==> src/rtl/ram_arb_pkg.sv <==
// Shared encodings for the RAM port arbiter: FSM states and requester ids.
package ram_arb_pkg;
   typedef enum logic [1:0] {
      ST_IDLE  = 2'd0,
      ST_ISSUE = 2'd1,
      ST_DONE  = 2'd2
   } state_t;

   localparam logic SEL_CPU = 1'b0;
   localparam logic SEL_DBG = 1'b1;
endpackage

==> src/rtl/ram_arb_prio.sv <==
// Winner select: CPU has priority; after MAX_CPU_BURST CPU grants with debug waiting,
// the debug port wins once. Combinational sel, registered burst counter.
module ram_arb_prio
   import ram_arb_pkg::*;
#(
   parameter int MAX_CPU_BURST = 4
) (
   input  logic clk,
   input  logic rst,
   input  logic cpu_req,
   input  logic dbg_req,
   input  logic grant_strobe,
   input  logic arb_idle,
   output logic sel
);
   localparam int CW = $clog2(MAX_CPU_BURST + 1);
   localparam logic [CW-1:0] CNT_MAX = CW'(MAX_CPU_BURST);

   logic [CW-1:0] burst_cnt_q, burst_cnt_d;

   always_comb begin
      sel         = SEL_CPU;
      burst_cnt_d = burst_cnt_q;
      if (dbg_req && (!cpu_req || burst_cnt_q == CNT_MAX)) begin
         sel = SEL_DBG;
      end
      // Count only CPU grants that made the debug port wait.
      if (arb_idle) begin
         if (!dbg_req) begin
            burst_cnt_d = '0;
         end else if (grant_strobe) begin
            if (sel == SEL_DBG) begin
               burst_cnt_d = '0;
            end else if (burst_cnt_q != CNT_MAX) begin
               burst_cnt_d = burst_cnt_q + 1'b1;
            end
         end
      end
   end

   always_ff @(posedge clk or posedge rst) begin
      if (rst) begin
         burst_cnt_q <= '0;
      end else begin
         burst_cnt_q <= burst_cnt_d;
      end
   end
endmodule

==> src/rtl/ram_port_arbiter.sv <==
// Shares single-port RAM_B between CPU and debug loader: IDLE->ISSUE->DONE, ack two
// cycles after the request is sampled; the losing requester simply keeps req asserted.
module ram_port_arbiter
   import ram_arb_pkg::*;
#(
   parameter int AW            = 10,
   parameter int DW            = 32,
   parameter int MAX_CPU_BURST = 4
) (
   input  logic          clk,
   input  logic          rst,
   input  logic          cpu_req,
   input  logic          cpu_we,
   input  logic [AW-1:0] cpu_addr,
   input  logic [DW-1:0] cpu_wdata,
   output logic          cpu_ack,
   output logic [DW-1:0] cpu_rdata,
   input  logic          dbg_req,
   input  logic          dbg_we,
   input  logic [AW-1:0] dbg_addr,
   input  logic [DW-1:0] dbg_wdata,
   output logic          dbg_ack,
   output logic [DW-1:0] dbg_rdata,
   output logic          ram_we,
   output logic [AW-1:0] ram_addr,
   output logic [DW-1:0] ram_din,
   input  logic [DW-1:0] ram_dout
);
   state_t        state_q, state_d;
   logic          win_q, win_d;
   logic          win_wr_q, win_wr_d;
   logic          ram_we_q, ram_we_d;
   logic [AW-1:0] ram_addr_q, ram_addr_d;
   logic [DW-1:0] ram_din_q, ram_din_d;
   logic          cpu_ack_q, cpu_ack_d;
   logic          dbg_ack_q, dbg_ack_d;
   logic [DW-1:0] cpu_rdata_q, cpu_rdata_d;
   logic [DW-1:0] dbg_rdata_q, dbg_rdata_d;
   logic          sel;
   logic          any_req;

   assign any_req = cpu_req | dbg_req;

   ram_arb_prio #(.MAX_CPU_BURST(MAX_CPU_BURST)) u_prio (
      .clk          (clk),
      .rst          (rst),
      .cpu_req      (cpu_req),
      .dbg_req      (dbg_req),
      .grant_strobe ((state_q == ST_IDLE) && any_req),
      .arb_idle     (state_q == ST_IDLE),
      .sel          (sel)
   );

   always_comb begin
      state_d     = state_q;
      win_d       = win_q;
      win_wr_d    = win_wr_q;
      ram_we_d    = ram_we_q;
      ram_addr_d  = ram_addr_q;
      ram_din_d   = ram_din_q;
      cpu_ack_d   = 1'b0;
      dbg_ack_d   = 1'b0;
      cpu_rdata_d = cpu_rdata_q;
      dbg_rdata_d = dbg_rdata_q;
      case (state_q)
         ST_IDLE: begin
            if (any_req) begin
               win_d   = sel;
               state_d = ST_ISSUE;
               if (sel == SEL_DBG) begin
                  win_wr_d   = dbg_we;
                  ram_we_d   = dbg_we;
                  ram_addr_d = dbg_addr;
                  ram_din_d  = dbg_wdata;
               end else begin
                  win_wr_d   = cpu_we;
                  ram_we_d   = cpu_we;
                  ram_addr_d = cpu_addr;
                  ram_din_d  = cpu_wdata;
               end
            end
         end
         ST_ISSUE: begin
            ram_we_d = 1'b0;
            state_d  = ST_DONE;
         end
         ST_DONE: begin
            // ram_dout is valid now; capture it alongside the ack so both land together.
            if (win_q == SEL_DBG) begin
               dbg_ack_d = 1'b1;
               if (!win_wr_q) dbg_rdata_d = ram_dout;
            end else begin
               cpu_ack_d = 1'b1;
               if (!win_wr_q) cpu_rdata_d = ram_dout;
            end
            state_d = ST_IDLE;
         end
         default: state_d = ST_IDLE;
      endcase
   end

   always_ff @(posedge clk or posedge rst) begin
      if (rst) begin
         state_q     <= ST_IDLE;
         win_q       <= SEL_CPU;
         win_wr_q    <= 1'b0;
         ram_we_q    <= 1'b0;
         ram_addr_q  <= '0;
         ram_din_q   <= '0;
         cpu_ack_q   <= 1'b0;
         dbg_ack_q   <= 1'b0;
         cpu_rdata_q <= '0;
         dbg_rdata_q <= '0;
      end else begin
         state_q     <= state_d;
         win_q       <= win_d;
         win_wr_q    <= win_wr_d;
         ram_we_q    <= ram_we_d;
         ram_addr_q  <= ram_addr_d;
         ram_din_q   <= ram_din_d;
         cpu_ack_q   <= cpu_ack_d;
         dbg_ack_q   <= dbg_ack_d;
         cpu_rdata_q <= cpu_rdata_d;
         dbg_rdata_q <= dbg_rdata_d;
      end
   end

   assign ram_we    = ram_we_q;
   assign ram_addr  = ram_addr_q;
   assign ram_din   = ram_din_q;
   assign cpu_ack   = cpu_ack_q;
   assign dbg_ack   = dbg_ack_q;
   assign cpu_rdata = cpu_rdata_q;
   assign dbg_rdata = dbg_rdata_q;
endmodule

==> config.mk <==
export PLATFORM = sky130hd
export DESIGN_NAME = ram_port_arbiter
export DESIGN_NICKNAME = d
export VERILOG_FILES = /design/src/rtl/ram_arb_pkg.sv /design/src/rtl/ram_arb_prio.sv /design/src/rtl/ram_port_arbiter.sv
export SDC_FILE = /design/constraint.sdc
export NUM_CORES = 1
export LEC_CHECK = 0
export CELL_PAD_IN_SITES_DETAIL_PLACEMENT = 1
export CELL_PAD_IN_SITES_GLOBAL_PLACEMENT = 1
export CORE_MARGIN = 5
export CORE_UTILIZATION = 28
export DETAILED_ROUTE_END_ITERATION = 12
export PLACE_DENSITY_LB_ADDON = 0.1
export SKIP_LAST_GASP = 1
export SYNTH_ARGS = -nofsm -noshare
export SYNTH_HDL_FRONTEND = slang
export SYNTH_HIERARCHICAL = 1
export SYNTH_SLANG_ARGS = --single-unit
export TNS_END_PERCENT = 1
==> constraint.sdc <==
create_clock -name clk -period 3.8 [get_ports clk]
set_input_delay 0.76 -clock clk [delete_from_list [all_inputs] [get_ports clk]]
set_output_delay 0.76 -clock clk [all_outputs]
set_load 0.02 [all_outputs]
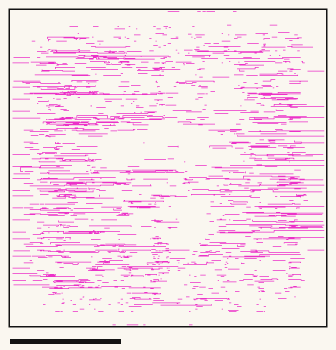
met1.png
Bar = 50 um.
630 nets have wire on it. The wires run mostly horizontal.

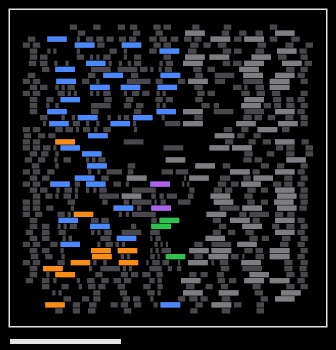
registers.png
Bar = 50 um.
Green stands for u_prio/burst_cnt_q, placed flops 3. Orange stands for ram_addr, placed flops 10, where south-west. Purple stands for state_q, placed flops 2. Blue stands for ram_din, placed flops 32.
fin util: 46.6%
flop share of the area: 36.1%
sequential power: 2150 uW
Flop area: 0.00290 mm^2

==> job_summary.md <==
### Metrics collected by this job

| Metric | Value |
|---|---|
| Status | finished clean |
| Yosys adder share | less than 1% |
| Core Footprint | about 0.017 mm^2 |
| Worst stage delay on the critical path | ~600 ps |
| Critical path arrival | 2740 ps |
| GP Congestion | between 0.7 and 0.8 |
| Root Driver | clkbuf_16 |
| Final-layout clock buffer total | 22 |
| Largest net degree at the start of global routing | 71 |
| Fillers | roughly 1.8k |
| Worst endpoint required time | around 4000 ps |
| Slack of the worst reg-to-reg path | around 1600 ps |
| Well Taps | approximately 230 |
| LEAKAGE | roughly 0.0033 uW |
| Io pins | 231 |
| Reg2reg end | ram_din[18] |
| Int Pwr | about 4500 uW |
| Post-CTS setup buffers | 0 |
| CTS Buf Count | 17 |
| Tmin final | 2460 ps |
| Final nets | around 730 |
| Ys Warns | 6 |
| Remaining antenna violation count after routing | 0 |
| Cell accounting for the most synthesized area | dfrtp_1 |
| Met3 WL | between 1500 and 2000 um |
| Critical path startpoint category | primary input |
| RSZ-0062 raised after global routing | false |
| Clk. pwr | roughly 1600 uW |
| Final instance area | between 0.008 and 0.009 mm^2 |
| Hold EP | cpu_rdata[24] |
| Flip-flops with a built-in enable | 0 |
| Seq/Total Area, Yosys | between 50% and 60% |
| Worst-margin pin slew | 688 ps |
| #MultiIn Comb | roughly 220 |
| Dpl cells | 808 |
| Worst path cell trace | clkdlybuf4s50_1 -> inv_1 -> nor2_4 -> buf_4 -> mux2i_1 -> o21ai_1 |
| Cells after Synth | 370 |
| Vias | 3863 |
| GRT busiest layer | met2 |
| N_diodes | 0 |
| Top layer in use | met4 |
| Worst-path maximum fanout | 18 |
| Initial DRC count | ~56 |
| Hold Path Class | reg2reg |
| H-tree levels | 4 |
| Hold wc startpoint | cpu_rdata[24] |
| HPWL after DPL | about 11000 um |
| Logic area | 0.00182 mm^2 |
| Sw Ratio | roughly 35% |
| Pwr dens | approximately 870 mW/mm^2 |
| Main logic family after synthesis | multiplexers |
| Max Clk Rate | between 0.4 and 0.5 GHz |
| Final hold violation count | 0 |
| Yosys top cell area share | approximately three fifths |
| Most frequently placed logic cells in the final layout | clkdlybuf4s50_1 (230), dfrtp_1 (116), mux2_2 (60) |
| CP Capture Type | register |
| Bufs w/o clock | 238 |
| Reg2reg start | u_prio/burst_cnt_q[0] |
| Logic inverters | 10 |
| MUX share of area | 23.8% |
| Synth cell count leaders | dfrtp_1 (116), mux2_2 (60), o21ai_0 (57) |
| Final setup viols | 0 |
| Clock Sinks | ~120 |
| Async S/R FF share, synth | 100% |
| XOR Share, Synth | 0% |
| Final WS setup | between 1000 and 1500 ps |
| Routed length per instance | 17.7 um |
| Latest clock arrival within the worst-skew pair | 410 ps |
Power is estimated from default activity; no workload was simulated.
